**Run 1: metal 1**

Supply wires on this layer in gray.
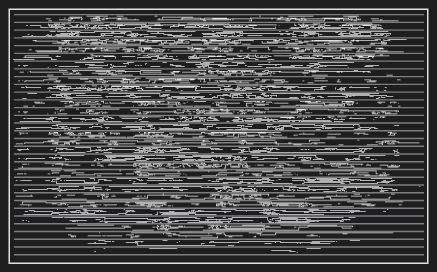
**Run 1: met2 routing**

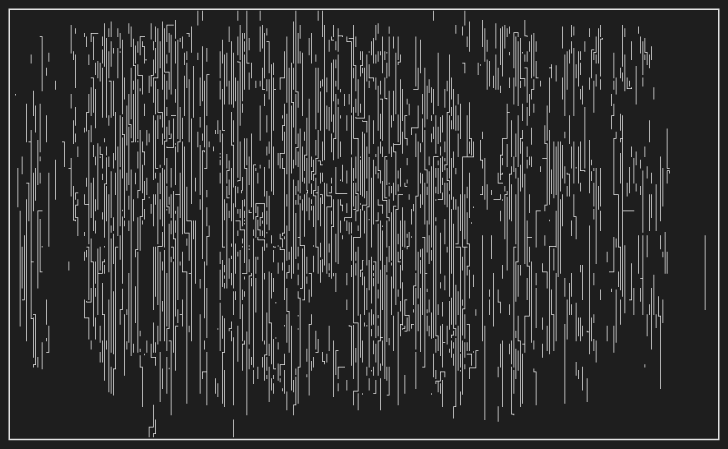
**Run 1: metal 3**

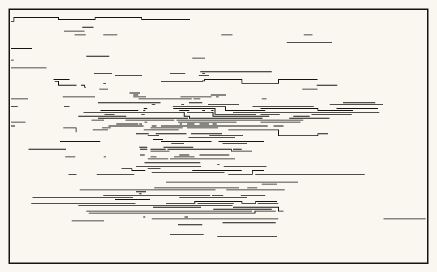
**Run 1: M4 wires**

Scale bar: 50 um. Supply wires on this layer in gray.
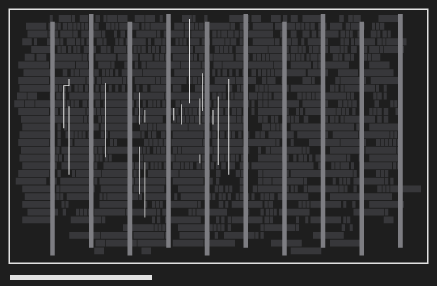
<file path="config.mk">
export PLATFORM = sky130hd
export DESIGN_NAME = uart_tx_buffered
export DESIGN_NICKNAME = d
export VERILOG_FILES = /design/src/rtl/uart_pkg.sv /design/src/rtl/uart_tx_fifo.sv /design/src/rtl/uart_tx_buffered.sv
export SDC_FILE = /design/constraint.sdc
export NUM_CORES = 1
export LEC_CHECK = 0
export ABC_AREA = 1
export CORE_ASPECT_RATIO = 0.6
export CORE_UTILIZATION = 61
export CTS_CLUSTER_SIZE = 24
export DETAILED_ROUTE_END_ITERATION = 16
export GPL_TIMING_DRIVEN = 0
export PLACE_DENSITY = 0.87
export SYNTH_ARGS = -nofsm -noshare
export SYNTH_HDL_FRONTEND = slang
export SYNTH_SLANG_ARGS = --single-unit
</file>
<file path="constraint.sdc">
create_clock -name clk -period 3.18 [get_ports clk]
set_clock_uncertainty 0.15 [all_clocks]
set_input_delay 0.477 -clock clk [delete_from_list [all_inputs] [get_ports clk]]
set_output_delay 0.477 -clock clk [all_outputs]
set_load 0.005 [all_outputs]
</file>
<file path="src/rtl/uart_pkg.sv">
// Shared types and constants for the UART transmit path: FSM state encoding,
// frame-bit counts and the integer baud divisor helper.
package uart_pkg;

    typedef enum logic [2:0] {
        ST_IDLE   = 3'd0,
        ST_START  = 3'd1,
        ST_DATA   = 3'd2,
        ST_PARITY = 3'd3,
        ST_STOP   = 3'd4
    } tx_state_t;

    localparam int DATA_BITS = 8;
    localparam int STOP_BITS = 1;

    // Clocks per bit; truncating division, so the real baud rate is never below nominal.
    function automatic int uart_div(input int clk_freq, input int baud);
        return clk_freq / baud;
    endfunction

endpackage

</file>
<file path="src/rtl/uart_tx_fifo.sv">
// Single-clock synchronous FIFO with registered occupancy count; full and
// empty are decoded from the count register.
module uart_tx_fifo #(
    parameter int WIDTH = 8,
    parameter int DEPTH = 16
) (
    input  logic                       clk,
    input  logic                       rst,
    input  logic                       push,
    input  logic                       pop,
    input  logic [WIDTH-1:0]           din,
    output logic [WIDTH-1:0]           dout,
    output logic                       full,
    output logic                       empty,
    output logic [$clog2(DEPTH+1)-1:0] count
);

    localparam int AW = $clog2(DEPTH);
    localparam int CW = $clog2(DEPTH + 1);

    generate
        if (DEPTH < 2 || (DEPTH & (DEPTH - 1)) != 0) begin : g_depth_check
            $error("uart_tx_fifo: DEPTH must be a power of two and at least 2");
        end
    endgenerate

    logic [WIDTH-1:0] mem [DEPTH];
    logic [AW-1:0]    wr_ptr;
    logic [AW-1:0]    rd_ptr;
    logic [CW-1:0]    count_q;
    logic             do_push;
    logic             do_pop;

    assign full    = (count_q == CW'(DEPTH));
    assign empty   = (count_q == '0);
    assign count   = count_q;
    assign dout    = mem[rd_ptr];
    assign do_push = push && !full;
    assign do_pop  = pop && !empty;

    always_ff @(posedge clk) begin
        if (do_push) begin
            mem[wr_ptr] <= din;
        end
    end

    // Pointers wrap naturally because DEPTH is a power of two.
    always_ff @(posedge clk) begin
        if (rst) begin
            wr_ptr  <= '0;
            rd_ptr  <= '0;
            count_q <= '0;
        end else begin
            if (do_push) begin
                wr_ptr <= wr_ptr + AW'(1);
            end
            if (do_pop) begin
                rd_ptr <= rd_ptr + AW'(1);
            end
            if (do_push && !do_pop) begin
                count_q <= count_q + CW'(1);
            end else if (do_pop && !do_push) begin
                count_q <= count_q - CW'(1);
            end
        end
    end

endmodule

</file>
<file path="src/rtl/uart_tx_buffered.sv">
// Buffered 8N1 UART transmitter: byte FIFO in front of a bit-serialising FSM.
// Define UART_TX_PARITY_EN to insert an even-parity bit after the data bits.
module uart_tx_buffered
    import uart_pkg::*;
#(
    parameter int CLK_FREQ   = 50_000_000,
    parameter int BAUD       = 9600,
    parameter int FIFO_DEPTH = 16
) (
    input  logic                            clk,
    input  logic                            rst,
    input  logic [7:0]                      data_in,
    input  logic                            data_valid,
    output logic                            data_ready,
    output logic                            txd,
    output logic                            busy,
    output logic [$clog2(FIFO_DEPTH+1)-1:0] fifo_count,
    output tx_state_t                       dbg_state
);

    localparam int DIV = uart_div(CLK_FREQ, BAUD);
    localparam int CW  = (DIV > 2) ? $clog2(DIV) : 1;

    generate
        if (DIV < 2) begin : g_div_check
            $error("uart_tx_buffered: CLK_FREQ/BAUD must be at least 2");
        end
    endgenerate

    // Handshake: a byte transfers on any rising edge where data_valid && data_ready;
    // the producer holds data_in stable until then, and data_ready never depends on data_valid.
    logic       fifo_full;
    logic       fifo_empty;
    logic       fifo_pop;
    logic [7:0] fifo_dout;

    tx_state_t      state;
    logic [CW-1:0]  baud_cnt;
    logic [2:0]     bit_idx;
    logic [7:0]     shift;
    logic           bit_end;
`ifdef UART_TX_PARITY_EN
    logic           parity_bit;
`endif

    assign data_ready = !fifo_full;
    assign fifo_pop   = (state == ST_IDLE) && !fifo_empty;
    assign bit_end    = (baud_cnt == CW'(DIV - 1));
    assign dbg_state  = state;

    uart_tx_fifo #(
        .WIDTH (8),
        .DEPTH (FIFO_DEPTH)
    ) u_fifo (
        .clk   (clk),
        .rst   (rst),
        .push  (data_valid),
        .pop   (fifo_pop),
        .din   (data_in),
        .dout  (fifo_dout),
        .full  (fifo_full),
        .empty (fifo_empty),
        .count (fifo_count)
    );

    // txd is registered from the current state, so the line lags the state by one clock.
    always_ff @(posedge clk) begin
        if (rst) begin
            state    <= ST_IDLE;
            txd      <= 1'b1;
            busy     <= 1'b0;
            baud_cnt <= '0;
            bit_idx  <= '0;
            shift    <= '0;
`ifdef UART_TX_PARITY_EN
            parity_bit <= 1'b0;
`endif
        end else begin
            busy <= (state != ST_IDLE) || !fifo_empty;

            if (state == ST_IDLE || bit_end) begin
                baud_cnt <= '0;
            end else begin
                baud_cnt <= baud_cnt + CW'(1);
            end

            case (state)
                ST_IDLE: begin
                    txd <= 1'b1;
                    if (!fifo_empty) begin
                        shift   <= fifo_dout;
                        bit_idx <= '0;
`ifdef UART_TX_PARITY_EN
                        parity_bit <= ^fifo_dout;
`endif
                        state   <= ST_START;
                    end
                end
                ST_START: begin
                    txd <= 1'b0;
                    if (bit_end) begin
                        state <= ST_DATA;
                    end
                end
                ST_DATA: begin
                    txd <= shift[0];
                    if (bit_end) begin
                        shift   <= {1'b0, shift[7:1]};
                        bit_idx <= bit_idx + 3'd1;
                        if (bit_idx == 3'(DATA_BITS - 1)) begin
`ifdef UART_TX_PARITY_EN
                            state <= ST_PARITY;
`else
                            state <= ST_STOP;
`endif
                        end
                    end
                end
`ifdef UART_TX_PARITY_EN
                ST_PARITY: begin
                    txd <= parity_bit;
                    if (bit_end) begin
                        state <= ST_STOP;
                    end
                end
`endif
                ST_STOP: begin
                    txd <= 1'b1;
                    if (bit_end) begin
                        state <= ST_IDLE;
                    end
                end
                default: begin
                    txd   <= 1'b1;
                    state <= ST_IDLE;
                end
            endcase
        end
    end

endmodule

</file>
==> out/metrics.cfg, run 1 <==
[final_timing]
setup_tns_ps = 0
finalSetupViolations = 0
finalCritPeriodShare_pct = 88.5
clock.fmax_mhz = 355
slew_viol_final = 0
tightest_slew_ps = 910
rsz0062_at_grt = false
hold_violations = 0

[layout]
clock_cell_area_share_pct = 6.64
layout-drive-gt1-share_pct = 8.55
lay_top_count = nand2_1
buffer_area_share_pct = 4.24
top_area_cell_class = flip-flops and latches
diodes = 0
final-seq-area_um2 = 4760
final_core_util_pct = 70.9
logic_area_um2 = 2330
postLayoutCellArea_um2 = 8610
top_register = u_fifo.mem
nets = 853
final_cell_mix = nand2_1 (221), edfxtp_1 (128), nand3_1 (95)
seq_share_pct = 55.3
design.seq.count = 174
nClkBuffers = 19
inv_count = 98
largestRegisters = u_fifo.mem: 128 flops, baud_cnt: 13 flops, shift: 8 flops

[pwr]
internal_power_mw = 4.49
power.switching_mw = 2.44
clkPwrFrac_pct = 29.3
combinationalPowerShare_pct = 31.6
leakage_nw = 3.52
seqPwrFrac_pct = 39.0
swShare_pct = 35.2
finalPower_mw = 6.94
ir_worst_vdd_mv = 0.484

[synthesis]
synth-main-ff-cell = edfxtp_1
avgSynthCellArea_um2 = 9.66
synth_top_area_share_pct = 50.3
synthesis.area_um2 = 7630
edf_count = 128
synthMuxAreaShare_pct = 0
yosys_warnings = 0
xor_area_share_pct = 0.459
ys_cells = 790
topCellsByArea = edfxtp_1 (50%), dfxtp_1 (12%), nand2_1 (11%)
ys_sh_aoi_pct = 4.97
ys_sh_simple_pct = 22.9
synthDistinctLibCells = 39
synth_flops = 174
largest_area_cell = edfxtp_1
synthArstFlopShare_pct = 0
synth_cells = 790
yosys.area_share.adder_pct = 2.23

[worst_setup_path]
critPathMaxFanout = 10
timing.rr.end = u_fifo.count[4]$_SDFFE_PP0P_
cp_slowest_cell = dfxtp_1
rr_startpoint = u_fifo.count[1]$_SDFFE_PP0P_
cp_cell_sequence = nor2_1 > nand4_1 > nand2_1 > buf_4 > ha_1 > inv_1 > ha_1 > nand2_1 > nand2_1 > a21oi_1 > nor2_1 > nor2_1 > nand2_1 > o21ai_0 > nor2_1
r2r_cells = 15
worst-setup-path-type = flip-flop to flip-flop
cp-end-kind = flip-flop
critPathCapture = u_fifo.count[4]$_SDFFE_PP0P_
arrival_ps = 2990
worstPathRequired_ps = 3350
path_buffers = 2
max_stage_delay_ps = 360
r2r_slack_ps = 360
critPathLaunch = u_fifo.count[1]$_SDFFE_PP0P_
critPathLaunchType = flip-flop
crit_cells = 15

[floorplan]
taps = 165
chipHeight_um = 88.7
core-area_um2 = 12100
io_pins = 22
die-area_um2 = 13000
die_x_um = 146
rows = 31

[hold_path]
hp-class = flip-flop to flip-flop
holdPathEnd = baud_cnt[0]$_SDFF_PP0_
hold_start = baud_cnt[0]$_SDFF_PP0_
holdPathStages = 1

[cts]
clkTransAtPathRegs_ps = 70
cts_tree = built
clock-sinks = 174
clock_path_buffers = 2
cts_resized = 0
cts_root_buffer = clkbuf_16
cts_made_buffers = 17
ctsHoldBuffers = 0

[detailed_routing]
viasPerCell = 5.66
drtPass1Iterations = 7
ant_nets = 0
wl_met1_um = 7960
dr_wl_met2_um = 7780
drtIter0Drc = 729
wl_met3_um = 2220
top_layer_used = met4

[global_route]
antenna_found_initial = 0
busiest_layer = met1
grt_pass1_vias = 5004
grt_max_degree = 17
grt_util_all_layers_pct = 29.3
grt.met2_usage_pct = 41.8

[flow_run]
drv_cap = 0
tool_warnings = 29

[placement]
post-place-cells = 975
hpwl_um = 12000
place_area_um2 = 8040
portBuffers = 20
place_congestion = 0.922

[run_status]
outcome = finished, final reports clean

About 'metal 1':
longest straight run	49.2 um
nets with wire on the layer	818
main direction	horizontal
wire length on this layer	7,960 um
GR Util met1: 43.3%
routed via count: 5,701
Routed WL: 18,200 um

About 'met2 routing':
nets with wire on the layer	651
share of all routed wire	43%

About 'metal 3':
main direction	horizontal
longest straight run	58.2 um

About 'M4 wires':
wire length on this layer	245 um
main direction	vertical
longest straight run	33.3 um
share of all routed wire	1.4%

[run 1: power groups by stage]
stage / Combinational (mW) / Clock (mW) / Sequential [mW]
2_1_floorplan: 1.44 / 0 / 2.73
3_3_place_gp: 2.03 / 0 / 2.75
3_5_place_dp: 2.09 / 0 / 2.75
4_1_cts: 2.13 / 2.02 / 2.71
5_1_grt: 2.40 / 2.13 / 2.73
6_report: 2.19 / 2.04 / 2.71
[run 1: Yosys cell counts, drive strengths merged, types with 7 or more instances]
library cell and n:
a21oi 37, edfxtp 128, nor3 12, nor2 60, nand2 222, ha 12, nand4 8, buf 24
o21ai 21, clkbuf 7, nand3 96, inv 97, dfxtp 46
==> run 1 -> run 2 <==
Settings changed: CORE_UTILIZATION 61 to 35, PLACE_DENSITY 0.87 to 0.58.
==> run 2 against run 1 <==
  * The run now ends with DRC left
  * Critical path type unchanged
  * Design area up 1.9%
  * Largest power group unchanged
  * Clock power up 4%
  * Highest routed layer unchanged
  * Via count down 4.4%
  * Register-to-register slack worse by 20 ps
  * Critical path depth unchanged
  * Global-route usage down 11 points
  * Worst setup slack worse by 21 ps
==> out/metrics.cfg, run 2 <==
[hold_path]
holdPathEnd = baud_cnt[0]$_SDFF_PP0_  ; unchanged
hp-class = flip-flop to flip-flop  ; unchanged
hold_start = baud_cnt[0]$_SDFF_PP0_  ; unchanged
holdPathStages = 1  ; unchanged

[run_status]
violations = DRC
outcome = complete, but fails checks  ; was finished, final reports clean

[detailed_routing]
wl_met3_um = 1800  ; was 2220 um
post_drt_wl_per_cell_um = 16.8  ; was 18.1 um
top_layer_used = met4  ; unchanged
wl_met1_um = 9690  ; was 7960 um
drtIter0Drc = 556  ; was 729
drtPass1Iterations = 11  ; was 7
dr_wl_met2_um = 7150  ; was 7780 um
ant_nets = 0  ; unchanged
viasPerCell = 4.86  ; was 5.66
drc = 2  ; was 0

[final_timing]
clock.fmax_mhz = 353  ; was 355 MHz
fin_hold_ws_ps = 302  ; was 312 ps
setup_tns_ps = 0  ; unchanged
slew_headroom_pct = 42.9  ; was 39.1%
layout_min_cycle_time_ps = 2840  ; was 2820 ps
slew_viol_final = 0  ; unchanged
rsz0062_at_grt = false  ; unchanged
finalWorstSetupSlack_ps = 344  ; was 365 ps
finalSetupViolations = 0  ; unchanged
finalCritPeriodShare_pct = 89.2  ; was 88.5%
hold_violations = 0  ; unchanged
tightest_slew_ps = 854  ; was 910 ps

[pwr]
combinationalPowerShare_pct = 31.2  ; was 31.6%
finalPower_mw = 7.03  ; was 6.94 mW
seqPwrFrac_pct = 38.5  ; was 39.0%
internal_power_mw = 4.57  ; was 4.49 mW
p_per_area_nw_per_um2 = 800  ; was 805 nW/um^2
ir_worst_vdd_mv = 0.380  ; was 0.484 mV
clkPwrFrac_pct = 30.4  ; was 29.3%
power.switching_mw = 2.45  ; was 2.44 mW
leakage_nw = 3.53  ; was 3.52 nW
swShare_pct = 34.9  ; was 35.2%

[synthesis]
avgSynthCellArea_um2 = 9.66  ; unchanged
yosys_warnings = 0  ; unchanged
synth_cells = 790  ; unchanged
synth-main-ff-cell = edfxtp_1  ; unchanged
yosys_area_um2 = 7630  ; unchanged
yosys.area_share.adder_pct = 2.23  ; unchanged
netlist_logic_family_top = simple AND/OR/NAND/NOR gates  ; unchanged
synthesis.area_um2 = 7630  ; unchanged
largest_area_cell = edfxtp_1  ; unchanged
ys_sh_simple_pct = 22.9  ; unchanged
synth_top_area_share_pct = 50.3  ; unchanged
ys_seq_share_pct = 62.4  ; unchanged
ys_sh_aoi_pct = 4.97  ; unchanged
synth_flops = 174  ; unchanged
ys_cells = 790  ; unchanged
synthMuxAreaShare_pct = 0  ; unchanged
xor_area_share_pct = 0.459  ; unchanged
top_cell = nand2_1  ; unchanged
edf_count = 128  ; unchanged
synthDistinctLibCells = 39  ; unchanged
synthArstFlopShare_pct = 0  ; unchanged
common_cells = nand2_1 (221), edfxtp_1 (128), nand3_1 (95), inv_1 (93), nor2_1 (58)  ; unchanged
topCellsByArea = edfxtp_1 (50%), dfxtp_1 (12%), nand2_1 (11%)  ; unchanged
fp_nets = 814  ; unchanged

[global_route]
antenna_found_initial = 0  ; unchanged
grt_use_met1_pct = 28.0  ; was 43.3%
busiest_layer = met1  ; unchanged
grt_pass1_wl_um = 29000  ; was 27,600 um
grt_util_all_layers_pct = 17.9  ; was 29.3%
grt_max_degree = 17  ; unchanged
grt.met2_usage_pct = 22.8  ; was 41.8%
overflow = 0  ; unchanged
grt_pass1_vias = 4991  ; was 5,004

[worst_setup_path]
arrival_ps = 3010  ; was 2990 ps
path_common_cell = nand2_1
cp_cell_sequence = inv_1 > nand4_1 > nand2_1 > buf_4 > ha_1 > inv_1 > ha_1 > nand2_1 > nand2_1 > a21oi_1 > nor2_1 > nor2_1 > nand2_1 > o21ai_0 > nor2_1  ; was nor2_1 > nand4_1 > nand2_1 > buf_4 > ha_1 > inv_1 > ha_1 > nand2_1 > nand2_1 > a21oi_1 > nor2_1 > nor2_1 > nand2_1 > o21ai_0 > nor2_1
cp-end-kind = flip-flop  ; unchanged
crit_cells = 15  ; unchanged
worst-setup-path-type = flip-flop to flip-flop  ; unchanged
cp_slowest_cell = dfxtp_1  ; unchanged
rr_startpoint = u_fifo.count[0]$_SDFFE_PP0P_  ; was u_fifo.count[1]$_SDFFE_PP0P_
timing.rr.end = u_fifo.count[4]$_SDFFE_PP0P_  ; unchanged
path_buffers = 3  ; was 2
critPathCapture = u_fifo.count[4]$_SDFFE_PP0P_  ; unchanged
r2r_cells = 15  ; unchanged
r2r_slack_ps = 340  ; was 360 ps
worstPathRequired_ps = 3350  ; about the same
critPathMaxFanout = 10  ; unchanged
critPathLaunch = u_fifo.count[0]$_SDFFE_PP0P_  ; was u_fifo.count[1]$_SDFFE_PP0P_
max_stage_delay_ps = 330  ; was 360 ps
critPathLaunchType = flip-flop  ; unchanged
cp_top_family = simple AND/OR/NAND/NOR gates  ; unchanged

[layout]
largest_reg_flops = 128  ; unchanged
diodes = 0  ; unchanged
lay_top_count = nand2_1  ; unchanged
layout-drive-gt1-share_pct = 8.55  ; unchanged
final_cell_mix = nand2_1 (221), edfxtp_1 (128), nand3_1 (95)  ; unchanged
nets = 853  ; unchanged
top_register = u_fifo.mem  ; unchanged
largestRegisters = u_fifo.mem: 128 flops, baud_cnt: 13 flops, shift: 8 flops  ; unchanged
nFillCells = 2063  ; was 866
final_cells = 1121  ; was 1,007
postLayoutCellArea_um2 = 8780  ; was 8610 um^2
areaGrowthSynthToFinish_pct = 15.0  ; was 12.8%
final_core_util_pct = 41.4  ; was 70.9%

[cts]
post_cts_buffers = 0  ; unchanged
cts_resized = 0  ; unchanged
cts_tree = built  ; unchanged
htreeDepth = 4  ; unchanged
clock_path_buffers = 2  ; unchanged
clkTransAtPathRegs_ps = 70  ; about the same
ctsHoldBuffers = 0  ; unchanged
cts_root_buffer = clkbuf_16  ; unchanged

[placement]
place_congestion = 0.894  ; was 0.922
place_area_um2 = 8180  ; was 8040 um^2
post-place-cells = 1089  ; was 975
portBuffers = 20  ; unchanged
hpwl_um = 13200  ; was 12,000 um
pre_cts_slack_ps = 304  ; was 194 ps

[floorplan]
die-area_um2 = 22400  ; was 13,000 um^2
rows = 41  ; was 31
chipHeight_um = 116  ; was 88.7 um
core-area_um2 = 21200  ; was 12,100 um^2
fp_util_pct = 36.0  ; was 62.9%
io_pins = 22  ; unchanged
die_x_um = 193  ; was 146 um

[flow_run]
tool_warnings = 29  ; unchanged
drv_cap = 0  ; unchanged

==> run 2: cell counts after synthesis <==
No cell type changed its count.
==> run 2: power by group through the flow <==
stage	sequential (mW)	clock, mW	combinational (mW)
after global placement	2.75	0	2.14
final	2.70	2.13	2.19
after detailed placement	2.75	0	2.15
after CTS	2.70	2.16	2.17
after global routing	2.73	2.24	2.47
after floorplan	2.73	0	1.44
==> run 2: layout make-up <==
class / instances / area [um^2] / share of cell area (%)
Tap cell: 279 / 349 / 3.98
Inverter: 98 / 370 / 4.22
Clock inverter: 13 / 163 / 1.85
Buffer: 31 / 165 / 1.88
Timing Repair Buffer: 20 / 200 / 2.28
Sequential cell: 174 / 4760 / 54.3
Clock buffer: 19 / 433 / 4.93
Multi-Input combinational cell: 487 / 2330 / 26.6
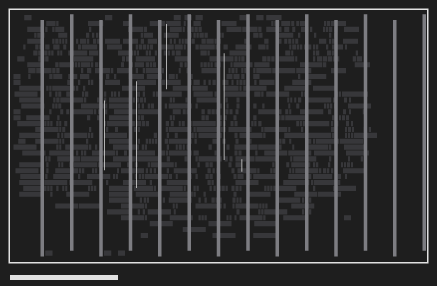
**Above:** run 2 (M4 wires).
Scale bar: 50 um. Supply wires on this layer in gray.
nets with wire on the layer	3
main direction	vertical
share of all routed wire	0.88%
wire length on this layer	165 um
longest straight run	49.0 um

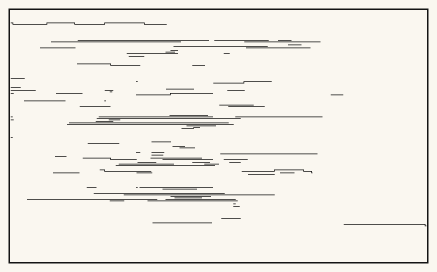
**Above:** run 2 (metal 3).
Routed WL: 18,800 um
met3 global-route usage: 6.22%
routed via count: 5,449

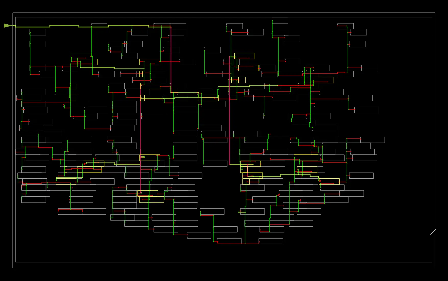
**Above:** run 2 (clock wiring as the flow saved it).
cts bufs inserted: 17
TritonCTS sink count: 174
clk pwr: 2.13 mW
Flops: 174
clock insertion delay at the later pin of the skew report: 430 ps

No activity file was given, so power comes from the tool's default toggle rates.
